Fig. 1: signal wires on met1
Bar = 20 um. Supply wires on this layer in gray.
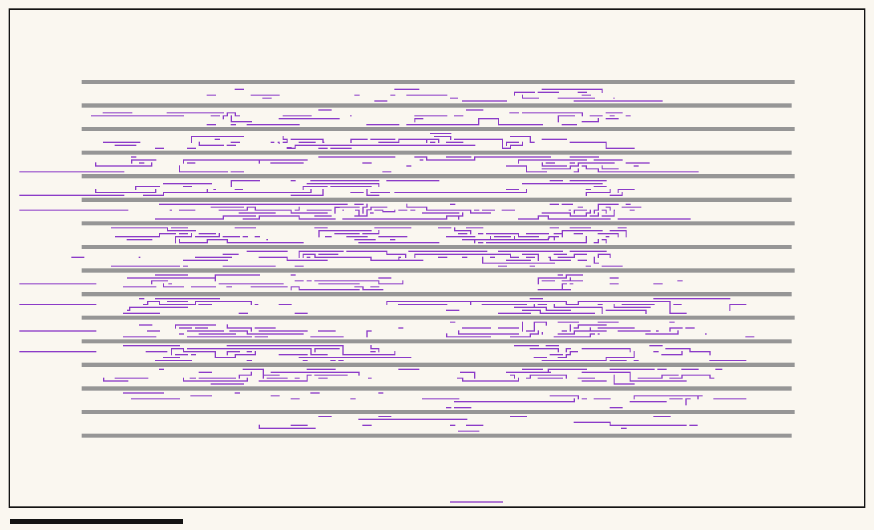
Fig. 2: met2 routing
Cells faint in the background.
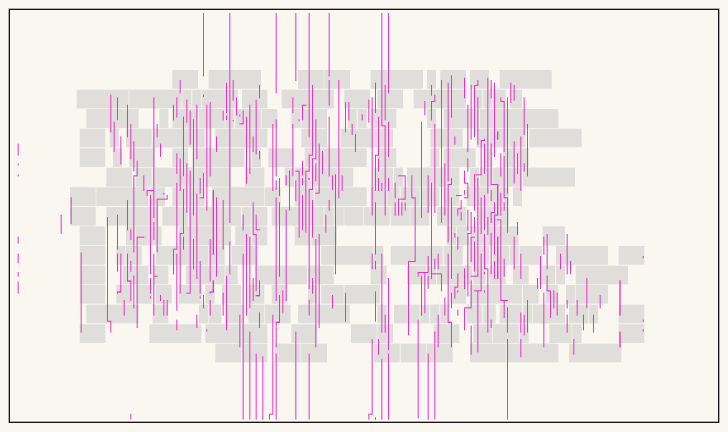
Fig. 3: signal wires on met3
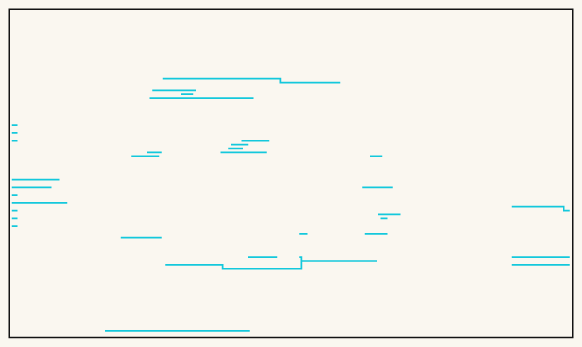
Fig. 4: track usage over the die
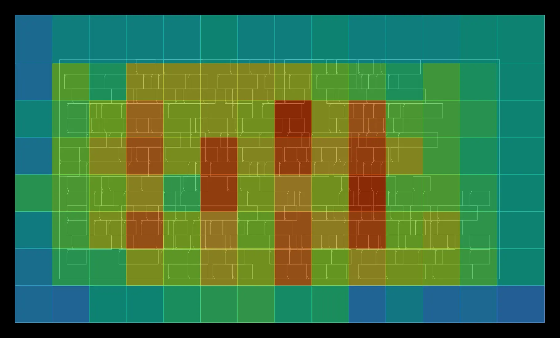
===== src/rtl/lfsr_id_allocator_pkg.sv =====
// Shared types for the random node-ID allocator: ID type, reserved values, FSM states.
package lfsr_id_allocator_pkg;

  localparam int NODE_ID_W = 8;

  typedef logic [NODE_ID_W-1:0] node_id_t;

  localparam node_id_t ID_NONE      = '0;
  localparam node_id_t ID_BROADCAST = '1;

  typedef enum logic [2:0] {
    IDLE,
    DRAW,
    OFFER,
    BACKOFF,
    FAIL
  } id_alloc_state_e;

endpackage


===== src/rtl/lfsr_id_allocator_lfsr_core.sv =====
// Free-running Galois LFSR with seed load; a zero seed falls back to SEED so the
// register can never lock up in the all-zero state.
module lfsr_core #(
  parameter int               WIDTH = 16,
  parameter logic [WIDTH-1:0] TAPS  = 16'hB400,
  parameter logic [WIDTH-1:0] SEED  = 16'hACE1
) (
  input  logic             i_clk,
  input  logic             i_rst,
  input  logic             i_load,
  input  logic [WIDTH-1:0] i_load_val,
  output logic [WIDTH-1:0] o_state
);

  logic [WIDTH-1:0] r_state;
  logic [WIDTH-1:0] w_next;

  always_comb begin
    w_next = r_state >> 1;
    if (r_state[0]) begin
      w_next = w_next ^ TAPS;
    end
  end

  always_ff @(posedge i_clk) begin
    if (i_rst) begin
      r_state <= SEED;
    end else if (i_load) begin
      r_state <= (i_load_val == '0) ? SEED : i_load_val;
    end else begin
      r_state <= w_next;
    end
  end

  assign o_state = r_state;

endmodule


===== src/rtl/lfsr_id_allocator.sv =====
// Random node-ID allocator: draws non-reserved IDs from an LFSR, offers them with
// valid/ack, and on collision backs off a random time and redraws up to MAX_RETRY times.
module lfsr_id_allocator
  import lfsr_id_allocator_pkg::*;
#(
  parameter int                    ID_WIDTH     = 8,
  parameter int                    LFSR_WIDTH   = 16,
  parameter logic [LFSR_WIDTH-1:0] LFSR_TAPS    = 16'hB400,
  parameter logic [LFSR_WIDTH-1:0] SEED         = 16'hACE1,
  parameter int                    BACKOFF_BITS = 4,
  parameter int                    MAX_RETRY    = 7
) (
  input  logic                              i_clk,
  input  logic                              i_rst,
  input  logic                              i_seed_load,
  input  logic [LFSR_WIDTH-1:0]             i_seed_in,
  input  logic                              i_req,
  input  logic                              i_id_ack,
  input  logic                              i_collision,
  output logic [ID_WIDTH-1:0]               o_id,
  output logic                              o_id_valid,
  output logic                              o_busy,
  output logic                              o_fail,
  output logic [$clog2(MAX_RETRY+2)-1:0]    o_retry_cnt
);

  // One extra count value so the collision that exceeds MAX_RETRY is still visible.
  localparam int RETRY_W = $clog2(MAX_RETRY + 2);

  id_alloc_state_e         r_state, w_state_nxt;
  logic [ID_WIDTH-1:0]     r_id, w_id_nxt;
  logic                    r_id_valid, w_id_valid_nxt;
  logic [RETRY_W-1:0]      r_retry_cnt, w_retry_nxt;
  logic [BACKOFF_BITS-1:0] r_bo_cnt, w_bo_nxt;

  logic [LFSR_WIDTH-1:0]   w_lfsr;
  logic [ID_WIDTH-1:0]     w_cand;
  logic                    w_reserved;
  logic [RETRY_W-1:0]      w_retry_inc;
  logic                    w_unused_lfsr;

  lfsr_core #(
    .WIDTH (LFSR_WIDTH),
    .TAPS  (LFSR_TAPS),
    .SEED  (SEED)
  ) u_lfsr (
    .i_clk      (i_clk),
    .i_rst      (i_rst),
    .i_load     (i_seed_load),
    .i_load_val (i_seed_in),
    .o_state    (w_lfsr)
  );

  assign w_cand        = w_lfsr[ID_WIDTH-1:0];
  assign w_reserved    = (w_cand == {ID_WIDTH{1'b0}}) || (w_cand == {ID_WIDTH{1'b1}});
  assign w_retry_inc   = r_retry_cnt + RETRY_W'(1);
  assign w_unused_lfsr = ^w_lfsr;

  always_ff @(posedge i_clk) begin
    if (i_rst) begin
      r_state     <= IDLE;
      r_id        <= '0;
      r_id_valid  <= 1'b0;
      r_retry_cnt <= '0;
      r_bo_cnt    <= '0;
    end else begin
      r_state     <= w_state_nxt;
      r_id        <= w_id_nxt;
      r_id_valid  <= w_id_valid_nxt;
      r_retry_cnt <= w_retry_nxt;
      r_bo_cnt    <= w_bo_nxt;
    end
  end

  always_comb begin
    w_state_nxt    = r_state;
    w_id_nxt       = r_id;
    w_id_valid_nxt = r_id_valid;
    w_retry_nxt    = r_retry_cnt;
    w_bo_nxt       = r_bo_cnt;
    case (r_state)
      IDLE: begin
        if (i_req) begin
          w_state_nxt = DRAW;
          w_retry_nxt = '0;
        end
      end
      DRAW: begin
        if (!w_reserved) begin
          w_id_nxt       = w_cand;
          w_id_valid_nxt = 1'b1;
          w_state_nxt    = OFFER;
        end
      end
      // Collision takes precedence over a simultaneous ack.
      OFFER: begin
        if (i_collision) begin
          w_id_valid_nxt = 1'b0;
          w_retry_nxt    = w_retry_inc;
          if (w_retry_inc > RETRY_W'(MAX_RETRY)) begin
            w_state_nxt = FAIL;
          end else begin
            w_state_nxt = BACKOFF;
            w_bo_nxt    = w_lfsr[BACKOFF_BITS-1:0];
          end
        end else if (i_id_ack) begin
          w_id_valid_nxt = 1'b0;
          w_state_nxt    = IDLE;
        end
      end
      BACKOFF: begin
        if (r_bo_cnt == '0) begin
          w_state_nxt = DRAW;
        end else begin
          w_bo_nxt = r_bo_cnt - BACKOFF_BITS'(1);
        end
      end
      FAIL: begin
        w_id_valid_nxt = 1'b0;
        if (i_req) begin
          w_state_nxt = DRAW;
          w_retry_nxt = '0;
        end
      end
      default: begin
        w_state_nxt    = IDLE;
        w_id_valid_nxt = 1'b0;
      end
    endcase
  end

  assign o_id        = r_id;
  assign o_id_valid  = r_id_valid;
  assign o_busy      = (r_state != IDLE) && (r_state != FAIL);
  assign o_fail      = (r_state == FAIL);
  assign o_retry_cnt = r_retry_cnt;

endmodule


===== config.mk =====
export PLATFORM = sky130hd
export DESIGN_NAME = lfsr_id_allocator
export DESIGN_NICKNAME = d
export VERILOG_FILES = /design/src/rtl/lfsr_id_allocator_pkg.sv /design/src/rtl/lfsr_id_allocator_lfsr_core.sv /design/src/rtl/lfsr_id_allocator.sv
export SDC_FILE = /design/constraint.sdc
export NUM_CORES = 1
export LEC_CHECK = 0
export CAP_MARGIN = 5
export CORE_ASPECT_RATIO = 0.5
export CORE_MARGIN = 8
export CORE_UTILIZATION = 49
export CTS_CLUSTER_SIZE = 14
export DETAILED_ROUTE_END_ITERATION = 12
export GPL_ROUTABILITY_DRIVEN = 1
export PLACE_DENSITY = 0.79
export SKIP_LAST_GASP = 1
export SLEW_MARGIN = 10
export SYNTH_ARGS = -nofsm -noshare
export SYNTH_HDL_FRONTEND = slang
export SYNTH_SLANG_ARGS = --single-unit

===== constraint.sdc =====
create_clock -name i_clk -period 2.1 [get_ports i_clk]
set_input_delay 0.315 -clock i_clk [delete_from_list [all_inputs] [get_ports i_clk]]
set_output_delay 0.315 -clock i_clk [all_outputs]
set_load 0.01 [all_outputs]

==> results_slide.txt <==
Implementation Results

Synth
  – Main synth FF type: dfxtp_1
  – Synth Net Count: ~220
  – Yosys chip area: about 1700 um^2
  – Ys flops: 36
  – Mapped Cells: roughly 190
  – Count leader, synth: dfxtp_1
  – Register share after synthesis: 0.432
  – Most instantiated cells after synthesis: dfxtp_1 (36), nor2_1 (34), mux2i_1 (16)
  – Area share, top type: 0.432
  – Synth Cell Area: 1670 um^2
  – Synth cell types: 35
  – Async SR Flop Fraction: 0
  – Number of enable flip-flop cells: 0
  – Ranking of synthesized cells by area: dfxtp_1 (43%), mux2i_1 (9.6%), nor2_1 (7.7%)

Clocking
  – CTS Root Cell: clkbuf_8
  – Num CTS Buffers: 5
  – Clk slew on worst S/H paths: 0.08 ns
  – # clock sinks: 36
  – H-tree levels: 2
  – CTS Hold Bufs: 0
  – Setup bufs post-CTS: 0
  – Post-CTS sizing: 0
  – Clk ins delay skew pair: roughly 0.3 ns

Global route
  – Pin count of the biggest net entering global routing: 25
  – All-Layer GR Usage: 0.139
  – GR Overflow Total: 0
  – First-pass GRT wire length: 6220 um
  – Number of global-route vias before repair: 1360

Power
  – Pint: about 0.0012 W
  – Maximum vdd drop: about 560 uV
  – Top pwr grp: sequential cells
  – Switching power: ~0.00042 W
  – Pwr Density: 750 nW/um^2
  – Seq power: between 0.0007 and 0.0008 W
  – Clk pwr: ~0.00062 W
  – Leakage: between 0.8 and 0.9 nW
  – Clk pwr share: 0.380
  – Comb pwr: roughly 0.00025 W
  – Sequential share of power: 0.469

STA
  – Final WS setup: between 0.1 and 0.15 ns
  – Final Hold Viols: 0
  – Worst-Margin Slew: 0.436 ns
  – Max_slew headroom: 0.709
  – Worst Skew: 0.00630 ns
  – Fmax achieved: around 500 MHz
  – Final Max Tran Viols: 0
  – Fin crit period: 1.98 ns
  – Crit share post-route: 0.945
  – RSZ-0062 raised after global routing: false
  – Setup-failing EPs final: 0

Outcome
  – Status: completed

Floorplan
  – # rows: 15
  – I/O pins: 37
  – Pre-Place Util: 0.499
  – Die height: about 57 um
  – Die Size: between 5000 and 6000 um^2

Finish
  – Number of fill cells: 279
  – Layout cell share with drive strength beyond 1: 0.0742
  – Sequential cell area: 721 um^2
  – Dominant logic cell types in the final layout: clkdlybuf4s50_1 (36), dfxtp_1 (36), nor2_1 (34)
  – Nets@finish: 253
  – Area grow syn2layout: 30.4%
  – ANT cells: 0

Worst setup path
  – Worst Path Class, Setup: reg2out
  – CP arrival: roughly 1.7 ns
  – Setup crit start kind: flip-flop
  – Crit. End Element: output pin
  – Crit-path max FO: 14

Hold path
  – Worst Hold Class: reg2reg

Placed design
  – Place WS: between 0.2 and 0.3 ns
  – DP HPWL: between 2000 and 3000 um

Drt
  – Drt initial violations: 32
  – DRT Pass-1 Iters: 6
  – Drt via density: about 5.4
  – DRC violations left: 0

Job
  – Max capacitance violation total: 0
Back to the opening pictures, Fig. 1:
The longest straight run is 21.6 um. 232 nets have wire on it. The layer holds 46% of the routed length. The wires run mostly horizontal.
met1 usage: 0.165
total number of vias: 1475
final WL: 3810 um

Back to the opening pictures, Fig. 2:
The wires run mostly vertical. 210 nets have wire on it. The layer carries 1770 um of wire. The longest straight run is 29.1 um. The layer holds 46% of the routed length.
GR Layer Usage met2: 0.219

Back to the opening pictures, Fig. 3:
The longest straight run is 25.1 um. The wires run mostly horizontal. The layer holds 6.2% of the routed length. 29 nets have wire on it.
routing usage on met3: 0.0618

Back to the opening pictures, Fig. 4:
fin util: 0.651
post-DR wirelength/cell: 14.1 um

[metrics by stage]
step                hold slack, ns  area (um^2)   util  instances
floorplan                    0.416         1670      -        190
global placement             0.439         2060  0.618        263
detailed placement           0.446         2060  0.618        263
CTS                          0.464         2170  0.651        271
global route                 0.510         2170  0.651        271
finish                       0.464         2170  0.651        271
[layer usage]
layer | global-route usage | wire length [um]
met2 | 0.219 | 1770
met3 | 0.0618 | 235
met5 | 0 | 0
met1 | 0.165 | 1760
met4 | 0.0454 | 39
[state kept, by name, summed over array words and instances (netlist names)]
| signal | count |
|---|---|
| r_state | 3 |
| u_lfsr.o_state | 16 |
| r_bo_cnt | 4 |
| o_id_valid | 1 |
| o_id | 8 |
| o_retry_cnt | 4 |
[final timing paths]
path,startpoint,end,slack [ns],depth (start not counted)
worst min register to register,u_lfsr.o_state[8],u_lfsr.o_state[7],0.46,2
worst min-delay path,u_lfsr.o_state[8],u_lfsr.o_state[7],0.46,2
worst max register to register,u_lfsr.o_state[0],o_id[1],0.39,6
worst max-delay path,r_state[0],o_fail,0.12,3
[kinds of logic after synthesis]
family / count (synthesis) / synth area share
AOI/OAI and AO/OA: 29 / 0.109
xor gates and xnor gates: 7 / 0.0368
adders and majority gates: 3 / 0.0225
buffers and inverters: 15 / 0.0443
DFF: 36 / 0.432
muxes: 16 / 0.0960
and+or+nand+nor: 84 / 0.260
[critical path: stages (launching register included)]
cell             delay, ns
dfxtp_1               0.59
nor2_1                0.14
and2_1                0.18
clkdlybuf4s50_1       0.47
[cell type report]
type | instances | area share
Clock inverter | 3 | 0.0196
Tap cell | 42 | 0.0242
Inverter | 5 | 0.00863
Clock buffer | 5 | 0.0316
Multi-Input combinational cell | 139 | 0.402
Sequential cell | 36 | 0.331
Timing Repair Buffer | 41 | 0.183
No activity file was given, so power comes from the tool's default toggle rates.
